Figure 1. Register map, names as in the netlist (run 1).
Other sequential cells in the stronger grey, the rest of the logic in the fainter grey.
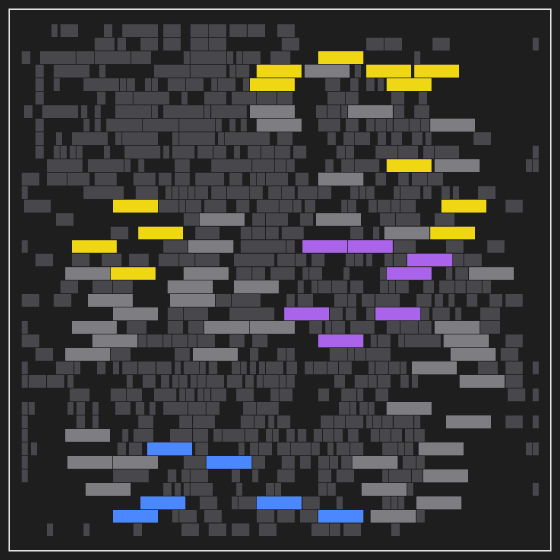
Figure 2. Clock nets (run 1).
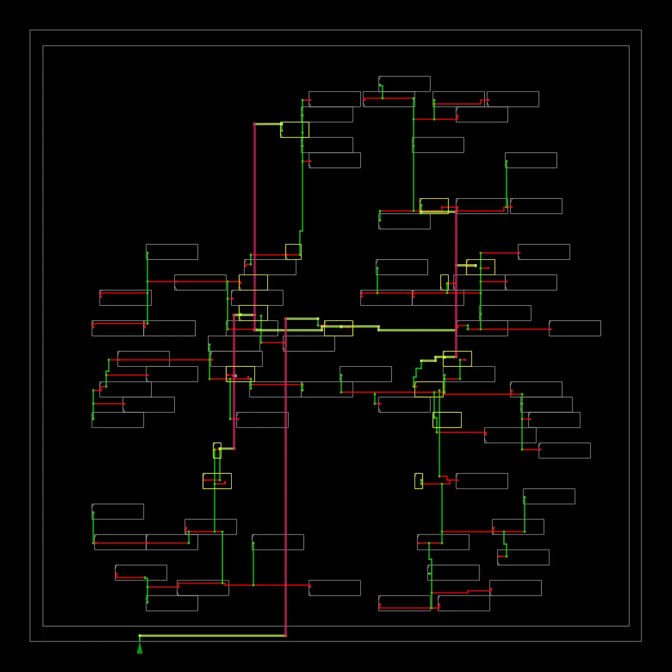
Figure 3. Metal 1 (run 1).
Supply wires on this layer in grey.
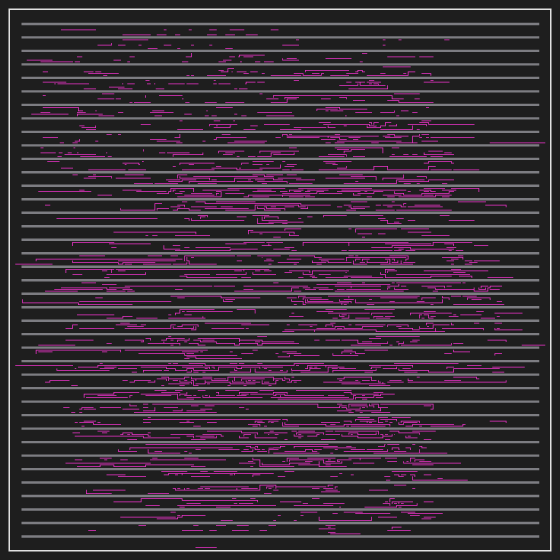
### src/rtl/x_mux_sweep_pkg.sv
// Shared types and constants for the mux-trigger sweep sequencer.
package x_mux_sweep_pkg;

  // Control word layout towards the mux-trigger datapath.
  localparam int unsigned FIRE_BIT = 8;
  localparam int unsigned SEL_LSB  = 0;

  // Result sum: up to 128 repetitions x 32 set bits = 4096, needs 13 bits.
  localparam int unsigned SUM_W = 13;

  // Repetition counter covers 2^0 .. 2^7 repetitions.
  localparam int unsigned REP_W = 7;

  // Settle counter; SETTLE is limited to 1..15.
  localparam int unsigned WAIT_W = 4;

  typedef logic [2:0] sweep_state_t;

  localparam sweep_state_t StIdle   = 3'd0;
  localparam sweep_state_t StArm    = 3'd1;
  localparam sweep_state_t StFire   = 3'd2;
  localparam sweep_state_t StWait   = 3'd3;
  localparam sweep_state_t StSample = 3'd4;
  localparam sweep_state_t StEmit   = 3'd5;

  // Index of the final repetition for a given log2 repetition count (2^n - 1).
  function automatic logic [REP_W-1:0] rep_last(input logic [2:0] reps_log2);
    logic [REP_W-1:0] ones;
    ones = '1;
    return ~(ones << reps_log2);
  endfunction

endpackage

### src/rtl/x_popcount.sv
// Combinational population count of a DATA_W-bit word.
module x_popcount #(
  parameter int unsigned DATA_W = 32,
  parameter int unsigned CNT_W  = $clog2(DATA_W + 1)
) (
  input  logic [DATA_W-1:0] data_i,
  output logic [CNT_W-1:0]  count_o
);

  // Ripple sum of the individual bits; the parent registers the result.
  always_comb begin
    count_o = '0;
    for (int i = 0; i < int'(DATA_W); i++) begin
      count_o = count_o + CNT_W'(data_i[i]);
    end
  end

endmodule

### src/rtl/x_mux_sweep_ctrl.sv
// Mux-trigger sweep sequencer: steps the mux select from first to last, fires the
// trigger 2^reps_log2 times per select, accumulates the sample popcounts and hands
// one result per select out over a valid/ready handshake.
module x_mux_sweep_ctrl
  import x_mux_sweep_pkg::*;
#(
  parameter int unsigned SEL_W  = 5,
  parameter int unsigned DATA_W = 32,
  parameter int unsigned SETTLE = 4
) (
  input  logic              i_clk,
  input  logic              i_rst,
  input  logic              i_start,
  input  logic              i_abort,
  input  logic [SEL_W-1:0]  i_sel_first,
  input  logic [SEL_W-1:0]  i_sel_last,
  input  logic [2:0]        i_reps_log2,
  output logic [DATA_W-1:0] o_ctrl,
  input  logic [DATA_W-1:0] i_data,
  output logic              o_res_valid,
  input  logic              i_res_ready,
  output logic [SEL_W-1:0]  o_res_sel,
  output logic [SUM_W-1:0]  o_res_sum,
  output logic              o_busy,
  output logic              o_done,
  output logic              o_err
);

  localparam int unsigned       PCNT_W     = $clog2(DATA_W + 1);
  localparam logic [WAIT_W-1:0] SettleLast = WAIT_W'(SETTLE - 1);

  // Control word with only the select field and the fire bit populated.
  function automatic logic [DATA_W-1:0] ctrl_word(input logic [SEL_W-1:0] sel,
                                                  input logic             fire);
    logic [DATA_W-1:0] w;
    w                    = '0;
    w[SEL_LSB +: SEL_W]  = sel;
    w[FIRE_BIT]          = fire;
    return w;
  endfunction

  // Sequencer state and latched configuration.
  sweep_state_t      state_q, state_d;
  logic [SEL_W-1:0]  sel_q, sel_d;
  logic [SEL_W-1:0]  last_q, last_d;
  logic [2:0]        log2_q, log2_d;
  logic [REP_W-1:0]  rep_q, rep_d;
  logic [WAIT_W-1:0] wait_q, wait_d;
  logic [SUM_W-1:0]  sum_q, sum_d;

  // Registered outputs.
  logic [DATA_W-1:0] ctrl_q, ctrl_d;
  logic              valid_q, valid_d;
  logic [SEL_W-1:0]  res_sel_q, res_sel_d;
  logic [SUM_W-1:0]  res_sum_q, res_sum_d;
  logic              busy_q, busy_d;
  logic              done_q, done_d;
  logic              err_q, err_d;

  logic [PCNT_W-1:0] data_pcnt;

  x_popcount #(
    .DATA_W (DATA_W),
    .CNT_W  (PCNT_W)
  ) u_popcount (
    .data_i  (i_data),
    .count_o (data_pcnt)
  );

  // Next-state decode; every output is computed one cycle ahead so all ports are flops.
  always_comb begin
    state_d   = state_q;
    sel_d     = sel_q;
    last_d    = last_q;
    log2_d    = log2_q;
    rep_d     = rep_q;
    wait_d    = wait_q;
    sum_d     = sum_q;
    ctrl_d    = ctrl_q;
    valid_d   = valid_q;
    res_sel_d = res_sel_q;
    res_sum_d = res_sum_q;
    done_d    = 1'b0;
    err_d     = 1'b0;

    if (i_abort && (state_q != StIdle)) begin
      // Abort wins over everything, including a handshake in the same cycle.
      state_d = StIdle;
      sel_d   = '0;
      rep_d   = '0;
      wait_d  = '0;
      sum_d   = '0;
      ctrl_d  = '0;
      valid_d = 1'b0;
      done_d  = 1'b1;
    end else begin
      case (state_q)
        StIdle: begin
          // A simultaneous abort suppresses the start rather than launching a sweep.
          if (i_start && !i_abort) begin
            last_d = i_sel_last;
            log2_d = i_reps_log2;
            if (i_sel_first > i_sel_last) begin
              done_d = 1'b1;
              err_d  = 1'b1;
            end else begin
              sel_d   = i_sel_first;
              rep_d   = '0;
              sum_d   = '0;
              ctrl_d  = ctrl_word(i_sel_first, 1'b0);
              state_d = StArm;
            end
          end
        end

        StArm: begin
          ctrl_d  = ctrl_word(sel_q, 1'b1);
          state_d = StFire;
        end

        StFire: begin
          ctrl_d  = ctrl_word(sel_q, 1'b0);
          wait_d  = '0;
          state_d = StWait;
        end

        StWait: begin
          if (wait_q == SettleLast) begin
            state_d = StSample;
          end else begin
            wait_d = wait_q + WAIT_W'(1);
          end
        end

        StSample: begin
          sum_d = sum_q + SUM_W'(data_pcnt);
          if (rep_q == rep_last(log2_q)) begin
            valid_d   = 1'b1;
            res_sel_d = sel_q;
            res_sum_d = sum_d;
            state_d   = StEmit;
          end else begin
            rep_d   = rep_q + REP_W'(1);
            state_d = StArm;
          end
        end

        StEmit: begin
          if (i_res_ready) begin
            valid_d = 1'b0;
            if (sel_q == last_q) begin
              ctrl_d  = '0;
              sel_d   = '0;
              done_d  = 1'b1;
              state_d = StIdle;
            end else begin
              // sel < last here, so the increment cannot wrap.
              sel_d   = sel_q + SEL_W'(1);
              rep_d   = '0;
              sum_d   = '0;
              ctrl_d  = ctrl_word(sel_q + SEL_W'(1), 1'b0);
              state_d = StArm;
            end
          end
        end

        default: begin
          ctrl_d  = '0;
          valid_d = 1'b0;
          state_d = StIdle;
        end
      endcase
    end

    busy_d = (state_d != StIdle);
  end

  // Sequencer state, configuration and accumulator.
  always_ff @(posedge i_clk or negedge i_rst) begin
    if (!i_rst) begin
      state_q <= StIdle;
      sel_q   <= '0;
      last_q  <= '0;
      log2_q  <= '0;
      rep_q   <= '0;
      wait_q  <= '0;
      sum_q   <= '0;
    end else begin
      state_q <= state_d;
      sel_q   <= sel_d;
      last_q  <= last_d;
      log2_q  <= log2_d;
      rep_q   <= rep_d;
      wait_q  <= wait_d;
      sum_q   <= sum_d;
    end
  end

  // Output registers.
  always_ff @(posedge i_clk or negedge i_rst) begin
    if (!i_rst) begin
      ctrl_q    <= '0;
      valid_q   <= 1'b0;
      res_sel_q <= '0;
      res_sum_q <= '0;
      busy_q    <= 1'b0;
      done_q    <= 1'b0;
      err_q     <= 1'b0;
    end else begin
      ctrl_q    <= ctrl_d;
      valid_q   <= valid_d;
      res_sel_q <= res_sel_d;
      res_sum_q <= res_sum_d;
      busy_q    <= busy_d;
      done_q    <= done_d;
      err_q     <= err_d;
    end
  end

  assign o_ctrl      = ctrl_q;
  assign o_res_valid = valid_q;
  assign o_res_sel   = res_sel_q;
  assign o_res_sum   = res_sum_q;
  assign o_busy      = busy_q;
  assign o_done      = done_q;
  assign o_err       = err_q;

endmodule
### config.mk
export PLATFORM = sky130hd
export DESIGN_NAME = x_mux_sweep_ctrl
export DESIGN_NICKNAME = d
export VERILOG_FILES = /design/src/rtl/x_mux_sweep_pkg.sv /design/src/rtl/x_popcount.sv /design/src/rtl/x_mux_sweep_ctrl.sv
export SDC_FILE = /design/constraint.sdc
export NUM_CORES = 1
export LEC_CHECK = 0
export CORE_MARGIN = 2
export CORE_UTILIZATION = 44
export CTS_CLUSTER_SIZE = 12
export DETAILED_ROUTE_END_ITERATION = 10
export PLACE_DENSITY = 0.7
export SYNTH_ARGS = -nofsm -noshare
export SYNTH_HDL_FRONTEND = slang
export SYNTH_HIERARCHICAL = 1
export SYNTH_SLANG_ARGS = --single-unit
export TNS_END_PERCENT = 10
### constraint.sdc
create_clock -name i_clk -period 2.5 [get_ports i_clk]
set_input_delay 0.5 -clock i_clk [delete_from_list [all_inputs] [get_ports i_clk]]
set_output_delay 0.5 -clock i_clk [all_outputs]
set_load 0.005 [all_outputs]
==> impl_metrics.toml, run 1 <==
# flow metrics
[final_layout]
nets = 712
diodes = 0
layout-drive-gt1-share_pct = 20.3
fill_cells = 955
syn_to_final_growth_pct = 27.9
instances_no_fill = 760
final_cell_mix = "dfrtp_1, clkdlybuf4s50_1, inv_1, buf_4, nand2_1"
layout_top_cell = "dfrtp_1"

[synth]
edf_count = 0
yosys-stat-area_mm2 = 0.00484
synthDistinctLibCells = 55
largest_area_cell = "dfrtp_1"
synth-simple-area-share_pct = 12.6
synthFlopType = "dfrtp_1"
post_synth.cell_area_avg_um2 = 9.51
logic_family = "AND-OR/OR-AND gates"
netlist_top_cells_count = "dfrtp_1, inv_1, o21ai_0"
ys.flops = 68
synth.area.mux_share_pct = 5.17
top_cells_by_area = "dfrtp_1, fa_1, ha_1"
aoi_share_pct = 17.0
syn_area_mm2 = 0.00484
synth-seq-area-share_pct = 35.2
xor_share_pct = 4.16
yosys_warnings = 6
async_flop_share_pct = 100
netlist_instances = 509
yosysTopAreaCellShare_pct = 35.2
ys_cells = 509
top_cell = "dfrtp_1"
fa_ha_area_share_pct = 15.8

[final_timing]
setup_violations = 26
slew_viol_final = 0
max_freq_mhz = 178
relSlewSlack_pct = 56.7
fin_ws_ns = -3.13
min_period_ns = 5.63
grt_setup_unrepaired = "true"
hold_viol = 0
worst_pin_slew_ns = 0.650
tns_ns = -73.93
min_period_over_period_pct = 225

[power]
power.density_mw_per_mm2 = 1160
clkPwrFrac_pct = 11.3
power_mw = 7.19
pwr-share-comb_pct = 67.7
seqPwrFrac_pct = 21.0
seq-power_mw = 1.51
p_comb_mw = 4.86
cell_internal_pwr_mw = 4.12
swShare_pct = 42.7
power_switching_mw = 3.07
ir_drop_mv = 1.17
leakage_nw = 2.88
top_power_group = "combinational cells"

[route]
ant_nets = 0
drt_iter0_drc = 132
routedWlPerCell_um = 14.4
wl_mm = 10.9
drc_errors = 0
dr.pass1.iters = 4
vias = 4013
viasPerCell = 5.28

[placement]
io_buffers = 77
post-place-cells = 738
dp_hpwl_mm = 8.21
routabilityCongestion = 0.842
preCtsSetupSlack_ns = -4.10

[worst_setup_path]
startpoint_type = "input pin"
arrival_ns = 5.86
crit_slowest_cell = "fa_1"
cp_num_cells = 25
worstPathRequired_ns = 2.73
crit_top_cell = "fa_1"
cp-end-kind = "register"
worstSetupPathType = "input pin to register"
crit_fanout = 5
crit_buf_inv = 7
max_stage_delay_ns = 0.55
regToRegSetupSlack_ns = 0.20
path_delay_family = "adder cells"
ff2ff_path_depth = 7

[global_route]
grt_pass1_wl_mm = 18.4
overflow = 0
grt_pass1_vias = 3978
grtUsageTotal_pct = 19.6
grt_max_degree = 43
antenna_found_initial = 0

[clock_network]
cts_made_buffers = 9
cts_max_path_buffers = 2
insertion_delay_ns = 0.35
cts_hold_buf = 0
cts_root_buffer = "clkbuf_8"
clk_pin_slew_worst_paths_ns = 0.07
cts_tree = "yes"
htree_levels = 3

[floorplan]
core_area_mm2 = 0.0108
fp_util_pct = 44.9
ioPinCount = 104
fp-row-count = 38
die_x_um = 109
die_area_mm2 = 0.0119
fp.dieH_um = 109

[job]
max-cap-violations = 0
warnings = 29

[status]
outcome = "complete, but fails checks"
violations = "setup timing"

[worst_hold_path]
min_path_type = "input pin to async pin"
-- Figure 1 (at the start) --
- yellow: `o_res_sum` (sequential cells 13)
- blue: `o_ctrl` (sequential cells 6)
- purple: `rep_q` (sequential cells 7)
- not coloured: 42

-- Figure 2 (at the start) --
number of clock buffers in the layout: 14
clock skew: 0.0126 ns
Power Clock: 815 uW
Sink Count: 68
Seq cells: 68

-- Figure 3 (at the start) --
- share of all routed wire: 45%
- longest straight run: 36.8 um
- main direction: horizontal
- wire length on this layer: 4870 um
- nets with wire on the layer: 626

run 1: worst paths after layout:
| kind | end | from |
|---|---|---|
| max in group asynchronous | o_res_sum[3] | i_rst |
| setup / recovery | o_res_sum[12] | i_data[5] |
| setup reg to reg | rep_q[5] | log2_q[1] |
| min in group i_clk | o_ctrl[0] | o_ctrl[0] |
| hold reg to reg | o_ctrl[0] | o_ctrl[0] |
| hold / removal | o_ctrl[3] | i_rst |
run 1: routing by layer:
metal	track usage [%]	routed length, um
met1	26.5	4870
met2	31.9	5350
met3	3.23	531
met4	6.59	155
met5	0	0
run 1: worst reg2reg max path, stage by stage, from the launching register on:
cell,delay [ns]
dfrtp_1,0.46
or3_1,0.39
and4b_1,0.19
o22ai_1,0.27
nor3_2,0.11
buf_12,0.18
or4_1,0.53
o211ai_1,0.09
run 1: through the flow:
step | hold slack (ns) | utilization, % | instance area (um^2)
after floorplan | 0.204 | - | 4980
after global placement | 0.469 | 54.8 | 5910
after detailed placement | 0.474 | 54.8 | 5910
after CTS | 0.197 | 57.2 | 6170
after global routing | 0.212 | 57.4 | 6190
final | 0.173 | 57.4 | 6190
run 1: area by class of cell:
class	instances	area [um^2]	area share (%)
multi-input combinational	368	2900	46.8
inverter	51	199	3.21
tap	140	175	2.83
timing repair buffer	118	1050	16.9
sequential	68	1700	27.5
clock inverter	1	7.51	0.121
clock buffer	14	163	2.63
run 1: timing repair:
item,CTS,global route
setup endpoints to repair,26,40
pin swaps,38,29
gates resized,63,26
setup buffers,7,0
endpoints found under the hold margin,0,0
run 1: flip-flops by register name, summed over array words and instances, names as in the netlist, 3 cells and up:
name,count
o_res_sum,13
sel_q,5
state_q,3
wait_q,4
last_q,5
log2_q,3
o_res_sel,5
rep_q,7
sum_q,13
o_ctrl,6
## Run 2: what changed since run 1
- SKIP_LAST_GASP: default -> 1
==> impl_metrics.toml, run 2 <==
# flow metrics
[global_route]
antenna_found_initial = 0
grt_pass1_wl_mm = 18.3
overflow = 0
grt_pass1_vias = 3955

[clock_network]
insertion_delay_ns = 0.35
cts_made_buffers = 9
clk_pin_slew_worst_paths_ns = 0.07

[floorplan]
die_area_mm2 = 0.0119
die_x_um = 109
fp-row-count = 38
fp_util_pct = 44.9

[synth]
ys_cells = 509
logic_family = "AND-OR/OR-AND gates"
async_flop_share_pct = 100
fa_ha_area_share_pct = 15.8
synth-seq-area-share_pct = 35.2
top_cells_by_area = "dfrtp_1, fa_1, ha_1"
largest_area_cell = "dfrtp_1"
yosysTopAreaCellShare_pct = 35.2
synthDistinctLibCells = 55
yosys-stat-area_mm2 = 0.00484
ys.flops = 68
aoi_share_pct = 17.0
post_synth.cell_area_avg_um2 = 9.51
netlist_instances = 509

[power]
p_clk_uw = 810
power_mw = 7.02
seqPwrFrac_pct = 21.5
leakage_nw = 2.88
top_power_group = "combinational cells"
power.density_mw_per_mm2 = 1140
clkPwrFrac_pct = 11.5
p_comb_mw = 4.70
power_switching_mw = 2.97
cell_internal_pwr_mw = 4.05

[route]
wl_met3_um = 462
vias = 4006
dr.pass1.iters = 4
drc_errors = 0
drt-met1-wl_mm = 4.88
wl_mm = 10.8

[final_layout]
syn_to_final_growth_pct = 26.8
diodes = 0
final_cell_mix = "dfrtp_1, clkdlybuf4s50_1, inv_1, buf_4"
layout_top_cell = "dfrtp_1"

[worst_setup_path]
r2r-start = "log2_q[1]"
r2r-end = "rep_q[5]"
crit_fanout = 5
worstPathRequired_ns = 2.77
cp-end-kind = "register"
crit_top_cell = "fa_1"
regToRegSetupSlack_ns = 0.20
worstSetupPathType = "input pin to register"

[worst_hold_path]
min_path_type = "input pin to async pin"

[final_timing]
grt_setup_unrepaired = "true"
relSlewSlack_pct = 56.3
fin_ws_ns = -3.17
min_period_ns = 5.67
setup_violations = 26
min_period_over_period_pct = 227

[status]
outcome = "complete, but fails checks"
violations = "setup timing"

[placement]
postPlaceCellArea_mm2 = 0.00591
## run 2: netlist changes by cell type in the layout (fill, tap and decap cells not counted), moves of 3 or more
cell	previous run	this run
inv_2	7	3
inv_1	43	47
o21ai_1	8	5
o21ai_0	30	33
## run 2: routing by layer
layer,track usage [%],up-vias
li1,-,1921
met1,26.4,1962
met2,31.2,107
met3,3.83,16
met4,6.50,0
met5,0,-
## run 2: layout make-up
| cell class | instances | area, um^2 | area share [%] |
|---|---|---|---|
| clock buffer | 14 | 163 | 2.65 |
| clock inverter | 1 | 7.51 | 0.122 |
| inverter | 51 | 199 | 3.24 |
| multi-input combinational | 368 | 2840 | 46.2 |
| sequential | 68 | 1700 | 27.7 |
| tap | 140 | 175 | 2.85 |
| timing repair buffer | 118 | 1060 | 17.2 |
## run 2: worst max-delay path, delay by kind of cell
kind                       cells  cell delay (ns)
and+or+nand+nor                2             0.35
buffers and inverters          5             0.31
adders and majority gates      9             4.06
AOI/OAI and AO/OA              4             0.72
## run 2: metrics by stage
| stage | hold slack, ns | utilization (%) | instances | setup slack [ns] |
|---|---|---|---|---|
| 2_1_floorplan | 0.204 | - | 534 | -3.25 |
| 3_3_place_gp | 0.469 | 54.8 | 738 | -4.00 |
| 3_5_place_dp | 0.474 | 54.8 | 738 | -4.10 |
| 4_1_cts | 0.197 | 56.8 | 760 | -3.22 |
| 5_1_grt | 0.209 | 56.9 | 760 | -3.36 |
| 6_report | 0.175 | 56.9 | 760 | -3.17 |
## run 2: timing repair
action | CTS | global route
hold endpoints to repair | 0 | 0
endpoints found under the setup margin | 26 | 39
pin swaps | 30 | 20
resized | 56 | 11
setup buffers | 7 | 0
hold buffers | 0 | 0
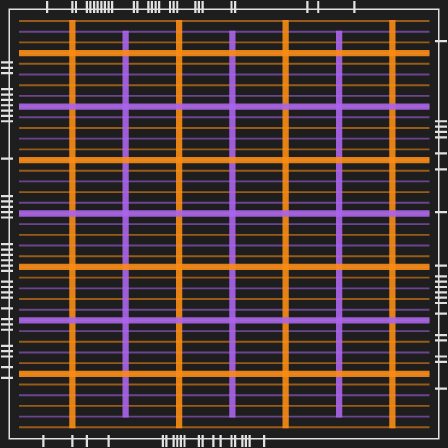
Figure 4: run 2, power grid.
Pins as bars on the die edge.
- purple: VDD
- orange: VSS
- met4 straps: 7
- met5 straps: 7
- met1 rails: 39

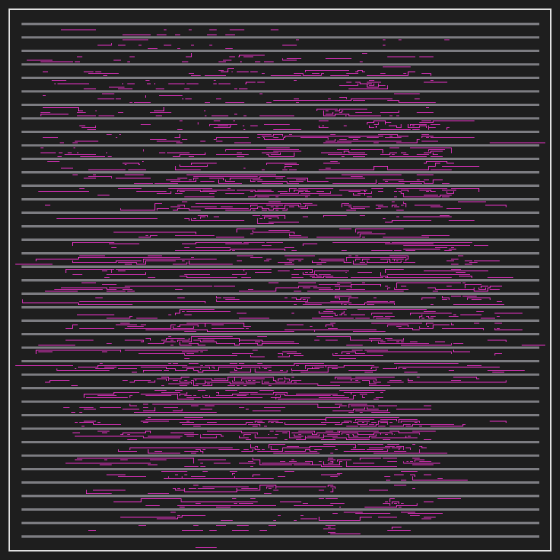
Figure 5: run 2, metal 1.
Supply wires on this layer in grey.
- share of all routed wire: 45%
- wire length on this layer: 4880 um

Power figures rest on the tool's default switching activity, not on a simulated workload.
